## config.mk

```make
export PLATFORM = sky130hd
export DESIGN_NAME = regbank_write_arbiter_flat
export DESIGN_NICKNAME = d
export VERILOG_FILES = /design/src/rtl/regbank_write_arbiter_if.sv /design/src/rtl/regbank_write_arbiter.sv /design/src/flat_wrapper.sv
export SDC_FILE = /design/constraint.sdc
export NUM_CORES = 1
export LEC_CHECK = 0
export CAP_MARGIN = 20
export CORE_ASPECT_RATIO = 0.6
export CORE_MARGIN = 2
export CORE_UTILIZATION = 37
export CTS_CLUSTER_DIAMETER = 30
export DETAILED_ROUTE_END_ITERATION = 16
export PLACE_DENSITY = 0.89
export SLEW_MARGIN = 10
export SYNTH_ARGS = -nofsm -noshare
export SYNTH_HDL_FRONTEND = slang
export SYNTH_SLANG_ARGS = --single-unit
export TNS_END_PERCENT = 1
```

## constraint.sdc

```tcl
create_clock -name clk -period 1.8 [get_ports clk]
set_input_delay 0.18 -clock clk [delete_from_list [all_inputs] [get_ports clk]]
set_output_delay 0.18 -clock clk [all_outputs]
set_load 0.02 [all_outputs]
```

## src/rtl/regbank_write_arbiter_if.sv

```systemverilog
// ---------------------------------------------------------------------------
// regbank_write_arbiter_if
//
// Purpose: bundles the requester handshake (req/lock/addr/data/ack) and the
// register-bank write port (wr_en/wr_addr/wr_data/owner) of the register bank
// write arbiter.
//
// Parameters:
//   NREQ - number of requesters
//   DW   - register data width
//
// Signals:
//   req     [NREQ]      write request per requester, held until ack
//   lock    [NREQ]      burst request per requester, sampled with req
//   addr    [NREQ*4]    register index, requester i at [4i+3:4i]
//   data    [NREQ*DW]   write data, requester i at [DW*i+DW-1:DW*i]
//   ack     [NREQ]      one-hot accept, combinational
//   wr_en               registered write strobe
//   wr_addr [4]         registered register index
//   wr_data [DW]        registered write data
//   owner   [clog2]     registered index of the last granted requester
//
// Modports:
//   master - requester side (drives the request bundle)
//   slave  - arbiter side (drives ack and the write port)
// ---------------------------------------------------------------------------
interface regbank_write_arbiter_if #(
    parameter int NREQ = 4,
    parameter int DW   = 32
);
    localparam int OW = (NREQ > 1) ? $clog2(NREQ) : 1;

    logic [NREQ-1:0]    req;
    logic [NREQ-1:0]    lock;
    logic [NREQ*4-1:0]  addr;
    logic [NREQ*DW-1:0] data;
    logic [NREQ-1:0]    ack;
    logic               wr_en;
    logic [3:0]         wr_addr;
    logic [DW-1:0]      wr_data;
    logic [OW-1:0]      owner;

    modport master (
        output req, lock, addr, data,
        input  ack, wr_en, wr_addr, wr_data, owner
    );

    modport slave (
        input  req, lock, addr, data,
        output ack, wr_en, wr_addr, wr_data, owner
    );
endinterface

```

## src/rtl/regbank_write_arbiter.sv

```systemverilog
// ---------------------------------------------------------------------------
// regbank_write_arbiter
//
// Purpose: shares the single write port of the 16-entry register bank among
// NREQ requesters. Round-robin arbitration with an optional bounded burst
// lock: a requester granted with lock=1 keeps the port for up to MAX_BURST
// consecutive writes. Accepted writes appear on the registered write port one
// cycle after the combinational ack.
//
// Parameters:
//   NREQ      - number of requesters (2..8)
//   DW        - register data width
//   MAX_BURST - max consecutive writes per locked grant (1 disables bursts)
//
// Ports:
//   clk - clock, rising edge
//   rst - synchronous reset, active high
//   bus - regbank_write_arbiter_if.slave (request bundle in, ack and write
//         port out)
//
// Optional feature macro: REGBANK_R0_PROTECT_EN
//   When defined, a granted write to register 0 is acked and advances the
//   arbitration state, but wr_en stays low so register 0 is never written.
// ---------------------------------------------------------------------------
module regbank_write_arbiter #(
    parameter int NREQ      = 4,
    parameter int DW        = 32,
    parameter int MAX_BURST = 4
) (
    input  logic                    clk,
    input  logic                    rst,
    regbank_write_arbiter_if.slave  bus
);
    localparam int OW = (NREQ > 1) ? $clog2(NREQ) : 1;
    localparam int CW = $clog2(MAX_BURST + 1);

    typedef enum logic [0:0] {
        ARB   = 1'b0,
        BURST = 1'b1
    } state_e;

    state_e          state_q, state_d;
    logic [OW-1:0]   rr_q, rr_d;
    logic [CW-1:0]   cnt_q, cnt_d;
    logic            wr_en_q, wr_en_d;
    logic [3:0]      wr_addr_q, wr_addr_d;
    logic [DW-1:0]   wr_data_q, wr_data_d;
    logic [OW-1:0]   owner_q, owner_d;

    logic [3:0]      addr_a [NREQ];
    logic [DW-1:0]   data_a [NREQ];
    logic            win_found_s;
    logic [OW-1:0]   win_s;
    logic [OW-1:0]   sel_s;
    logic            grant_s;
    logic            wr_allow_s;
    logic [NREQ-1:0] ack_s;

    // Unpack the flat request payload buses into per-requester arrays.
    always_comb begin
        for (int i = 0; i < NREQ; i++) begin
            addr_a[i] = bus.addr[4*i +: 4];
            data_a[i] = bus.data[DW*i +: DW];
        end
    end

    // Round-robin search: first set req bit at or above rr, wrapping to 0.
    always_comb begin
        int            cand;
        logic [OW-1:0] cand_idx;
        win_found_s = 1'b0;
        win_s       = {OW{1'b0}};
        cand        = 0;
        cand_idx    = {OW{1'b0}};
        for (int k = 0; k < NREQ; k++) begin
            cand     = (int'(rr_q) + k >= NREQ) ? (int'(rr_q) + k - NREQ) : (int'(rr_q) + k);
            cand_idx = OW'(cand);
            if (!win_found_s && bus.req[cand_idx]) begin
                win_found_s = 1'b1;
                win_s       = cand_idx;
            end else begin
                win_found_s = win_found_s;
            end
        end
    end

    // During a burst only the current owner may be granted.
    assign sel_s   = (state_q == BURST) ? owner_q : win_s;
    assign grant_s = (state_q == BURST) ? bus.req[owner_q] : win_found_s;

`ifdef REGBANK_R0_PROTECT_EN
    // Register 0 is read-only: accept the write but suppress the strobe.
    assign wr_allow_s = (addr_a[sel_s] != 4'd0);
`else
    assign wr_allow_s = 1'b1;
`endif

    // ack is combinational and suppressed while reset is held.
    assign ack_s = (grant_s && !rst) ? (NREQ'(1'b1) << sel_s) : {NREQ{1'b0}};

    // Next-state logic for arbitration state, burst counter and write port.
    always_comb begin
        state_d   = state_q;
        rr_d      = rr_q;
        cnt_d     = cnt_q;
        wr_en_d   = 1'b0;
        wr_addr_d = wr_addr_q;
        wr_data_d = wr_data_q;
        owner_d   = owner_q;

        if (grant_s) begin
            wr_en_d   = wr_allow_s;
            wr_addr_d = addr_a[sel_s];
            wr_data_d = data_a[sel_s];
            owner_d   = sel_s;
        end else begin
            wr_en_d   = 1'b0;
        end

        case (state_q)
            ARB: begin
                if (grant_s) begin
                    rr_d = (win_s == OW'(NREQ - 1)) ? {OW{1'b0}} : (win_s + OW'(1));
                    if (bus.lock[win_s] && (MAX_BURST > 1)) begin
                        state_d = BURST;
                        cnt_d   = CW'(1);
                    end else begin
                        state_d = ARB;
                    end
                end else begin
                    state_d = ARB;
                end
            end
            BURST: begin
                // rr is left at owner+1 for the whole burst.
                if (grant_s) begin
                    cnt_d = cnt_q + CW'(1);
                    if (!bus.lock[owner_q] || ((cnt_q + CW'(1)) == CW'(MAX_BURST))) begin
                        state_d = ARB;
                    end else begin
                        state_d = BURST;
                    end
                end else begin
                    state_d = ARB;
                end
            end
            default: begin
                state_d = ARB;
            end
        endcase
    end

    // State and output registers; reset abandons any burst in progress.
    always_ff @(posedge clk) begin
        if (rst) begin
            state_q   <= ARB;
            rr_q      <= {OW{1'b0}};
            cnt_q     <= CW'(1);
            wr_en_q   <= 1'b0;
            wr_addr_q <= 4'd0;
            wr_data_q <= {DW{1'b0}};
            owner_q   <= {OW{1'b0}};
        end else begin
            state_q   <= state_d;
            rr_q      <= rr_d;
            cnt_q     <= cnt_d;
            wr_en_q   <= wr_en_d;
            wr_addr_q <= wr_addr_d;
            wr_data_q <= wr_data_d;
            owner_q   <= owner_d;
        end
    end

    assign bus.ack     = ack_s;
    assign bus.wr_en   = wr_en_q;
    assign bus.wr_addr = wr_addr_q;
    assign bus.wr_data = wr_data_q;
    assign bus.owner   = owner_q;

endmodule
```

## src/flat_wrapper.sv

```systemverilog
// flat-port wrapper written by rule: the top's interface ports become plain ports
module regbank_write_arbiter_flat 
#(
    parameter int NREQ      = 4,
    parameter int DW        = 32,
    parameter int MAX_BURST = 4
)
  (clk, rst, bus_req, bus_lock, bus_addr, bus_data, bus_ack, bus_wr_en, bus_wr_addr, bus_wr_data, bus_owner);
  regbank_write_arbiter_if #(.NREQ(NREQ), .DW(DW)) bus_i ();
  input  logic clk;
  input  logic rst;
  input wire logic [$bits(bus_i.req)-1:0] bus_req;
  input wire logic [$bits(bus_i.lock)-1:0] bus_lock;
  input wire logic [$bits(bus_i.addr)-1:0] bus_addr;
  input wire logic [$bits(bus_i.data)-1:0] bus_data;
  output wire logic [$bits(bus_i.ack)-1:0] bus_ack;
  output wire logic [$bits(bus_i.wr_en)-1:0] bus_wr_en;
  output wire logic [$bits(bus_i.wr_addr)-1:0] bus_wr_addr;
  output wire logic [$bits(bus_i.wr_data)-1:0] bus_wr_data;
  output wire logic [$bits(bus_i.owner)-1:0] bus_owner;
  assign bus_i.req = bus_req;
  assign bus_i.lock = bus_lock;
  assign bus_i.addr = bus_addr;
  assign bus_i.data = bus_data;
  assign bus_ack = bus_i.ack;
  assign bus_wr_en = bus_i.wr_en;
  assign bus_wr_addr = bus_i.wr_addr;
  assign bus_wr_data = bus_i.wr_data;
  assign bus_owner = bus_i.owner;
  regbank_write_arbiter #(.NREQ(NREQ), .DW(DW), .MAX_BURST(MAX_BURST)) u_core (.clk(clk), .rst(rst), .bus(bus_i));
endmodule
```

==> flow_metrics.py <==
# Metrics from the implementation run
metrics = {
    "status": {
        "status": "finished with violations",
        "violations": "negative setup slack",
    },
    "power_and_ir_drop": {
        "power_leakage_nw": 2.31,
        "pwr-share-seq_pct": 20.2,
        "p_int_w": 0.00457,
        "ir_drop_uv": 560,
        "p_switching_w": 0.00339,
        "p_comb_share_pct": 68.1,
        "p_sw_share_pct": 42.6,
    },
    "final_layout": {
        "nonClkBufAreaFrac_pct": 37.6,
        "sh_comb_area_pct": 42.9,
        "combGateArea_um2": 2720,
        "drive_above_1_share_pct": 29.7,
        "comb_cells": 313,
        "syn2layout_area_growth_pct": 64.3,
        "final_layout_top_logic_cells": "clkdlybuf4s50_1 (186), nor2_1 (43), dfxtp_1 (42)",
        "dominant_cells": "logic gates",
        "fin_cells": 747,
        "seq_area_um2": 907,
        "final_common_cell": "clkdlybuf4s50_1",
        "nNonClkInverters": 3,
        "antennaDiodeCount": 0,
        "clock_cell_area_share_pct": 2.25,
    },
    "yosys": {
        "ys_cells": 398,
        "ys_sh_aoi_pct": 34.4,
        "common_cells": "dfxtp_1 (45), nor2_1 (45), nand2_1 (40)",
        "synth.avg_cell_area_um2": 9.68,
        "ys_warn_count": 0,
        "topCombFamilyByArea": "AND-OR/OR-AND gates",
        "postSynthSeqShare_pct": 23.4,
        "ys_sh_simple_pct": 11.1,
        "flop_cell": "dfxtp_1",
        "top_area_cell": "dfxtp_1",
        "ys_sh_mux_pct": 20.4,
        "syn_area_um2": 3850,
        "yosys_area_um2": 3850,
        "ys_types": 41,
        "syn_nets": 554,
        "top_cell_area_share_pct": 23.4,
        "synth.cellmix.xorXnorShare_pct": 0.455,
    },
    "cts": {
        "h-tree-depth": 2,
        "clkTransAtPathRegs_ns": 0.07,
        "cts_buffer_depth": 2,
    },
    "final_timing": {
        "layout_setup_ws_ns": -0.312,
        "worst_pin_slew_ns": 0.701,
        "fin_crit_sh_pct": 117,
        "max_freq_mhz": 473,
        "whs_ns": 0.127,
        "finalSetupViolCount": 44,
    },
    "grt": {
        "grt_pass1_vias": 4450,
        "grt_max_degree": 46,
        "use_met2_pct": 46.2,
        "grt.busiest_layer": "met2",
        "grt_pass1_wl_um": 22600,
    },
    "critical_path": {
        "criticalPathCategory": "reg2reg",
        "path_max_fanout": 18,
        "timing.rr.end": "u_core.bus.wr_data[5]",
        "critPathLaunch": "u_core.rr_q[1]",
        "slowest_delay_ns": 0.38,
        "critical_path_required_ns": 1.94,
        "endpoint_kind": "flop",
        "cp.depth": 8,
        "r2r-start": "u_core.rr_q[1]",
        "reg2reg_slack_ns": -0.31,
    },
    "worst_hold_path": {
        "whs_endpoint": "u_core.bus.wr_en",
        "hp-class": "in2reg",
        "min-delay-start": "rst",
        "min_delay_path_depth": 2,
    },
    "placed_design": {
        "preCtsSetupSlack_ns": -0.786,
        "place_area_um2": 5960,
        "portBuffers": 196,
        "finalWeightedCongestion": 0.831,
    },
    "drt": {
        "viasPerCell": 5.62,
        "wl_met2_um": 7080,
        "met1Wirelength_um": 5930,
        "drt-initial-drc-count": 202,
        "ant_nets": 0,
        "drc_errors": 0,
    },
    "job": {
        "maxCapViolations": 0,
        "warnings": 30,
    },
    "floorplanning": {
        "chipWidth_um": 136,
        "die_h_um": 83.0,
        "die-area_um2": 11300,
    },
}
## repair_timing
action,in CTS,in global routing
resized,56,10
buffers inserted,4,0
pin swaps,9,5
setup endpoints to repair,46,44
hold buffers,0,0
## power groups by stage
stage	logic, W	clock network [W]	registers (W)
after floorplan	0.00294	0	0.00197
after global placement	0.00484	0	0.00159
after detailed placement	0.00501	0	0.00160
after CTS	0.00530	0.000962	0.00160
after global routing	0.00574	0.00101	0.00164
final	0.00542	0.000935	0.00161
## registers in the layout, summed over array words and instances (netlist names)
signal	cells
u_core.bus.owner	2
u_core.bus.wr_addr	4
u_core.bus.wr_data	32
u_core.bus.wr_en	1
u_core.cnt_q	3
u_core.rr_q	2
u_core.state_q	1
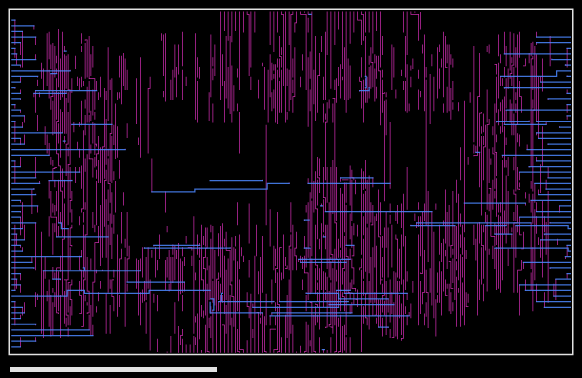
(metal layers overlaid)
Scale bar: 50 um. Only two layers are drawn.
layer	colour	wire length
M2	magenta	7080 um
M3	blue	1230 um
Total Routing Usage GR: 25.0%
Detailed Route WL: 14400 um
DR WL/cell: 19.2 um
vias post-DR: 4199

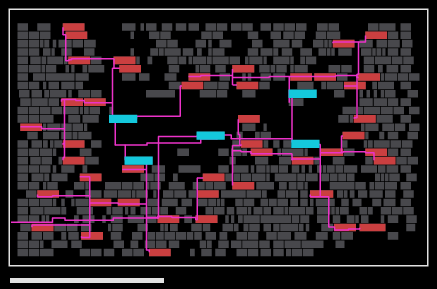
(clock wires, drivers and flops)
Scale bar: 50 um.
[clock-net drivers] cyan | count: 5
[clock wires] magenta | length: 720 um
[flip-flops] red | count: 45
flops lie	all over the die
routed clock nets	6
clk latency late pin: 0.28 ns
Clock net power: 0.000935 W
Clock Power Share: 11.7%
Setup Skew: 0.00307 ns

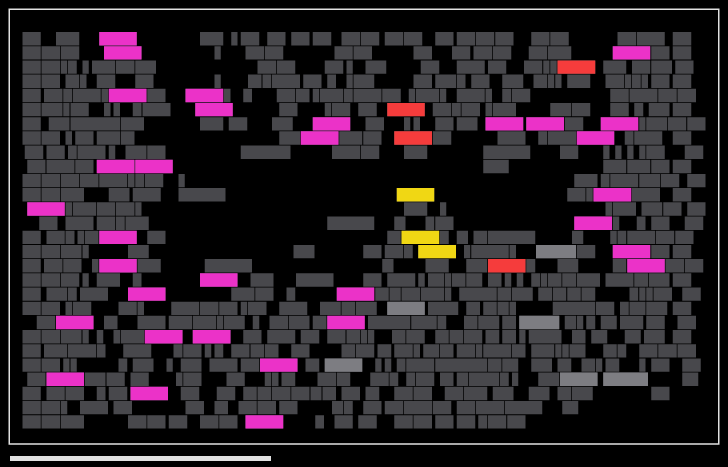
(sequential cells grouped by signal name)
Scale bar: 50 um.
netlist name	colour	sequential cells
u_core.cnt_q	yellow	3
u_core.bus.wr_addr	red	4
u_core.bus.wr_data	magenta	32

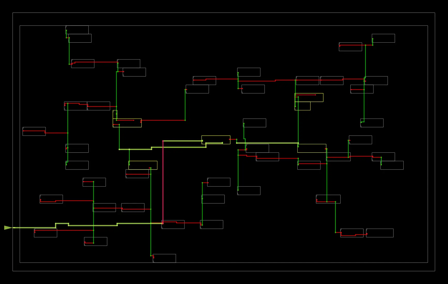
(the clock network)
clock tree sinks: 45
CTS Buf Count: 5
final-layout clock buffer total: 7
flop count: 45

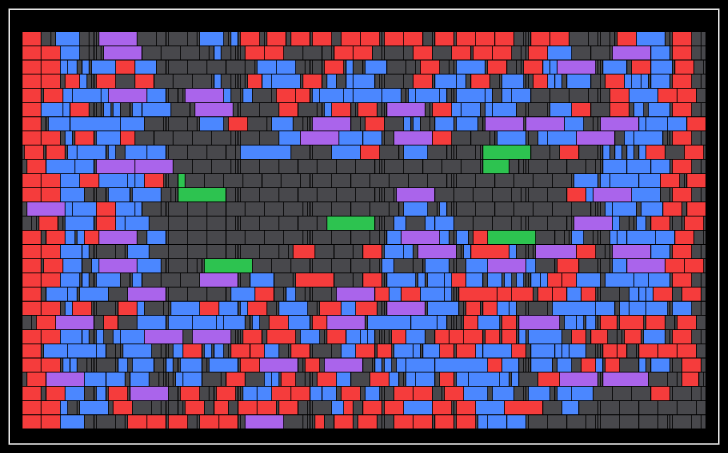
(cells coloured by class)
Fill, decap, tap and diode cells in grey.
class	colour	cells
remaining buffers and delay cells	red	244
remaining logic cells	blue	316
clock drivers and dummy loads	green	7
sequential cells	purple	45
post-route cell area: 6330 um2
fraction of area in registers: 14.3%
# rows: 28
core area: 9980 um2
fin util: 63.4%

Power figures rest on the tool's default switching activity, not on a simulated workload.
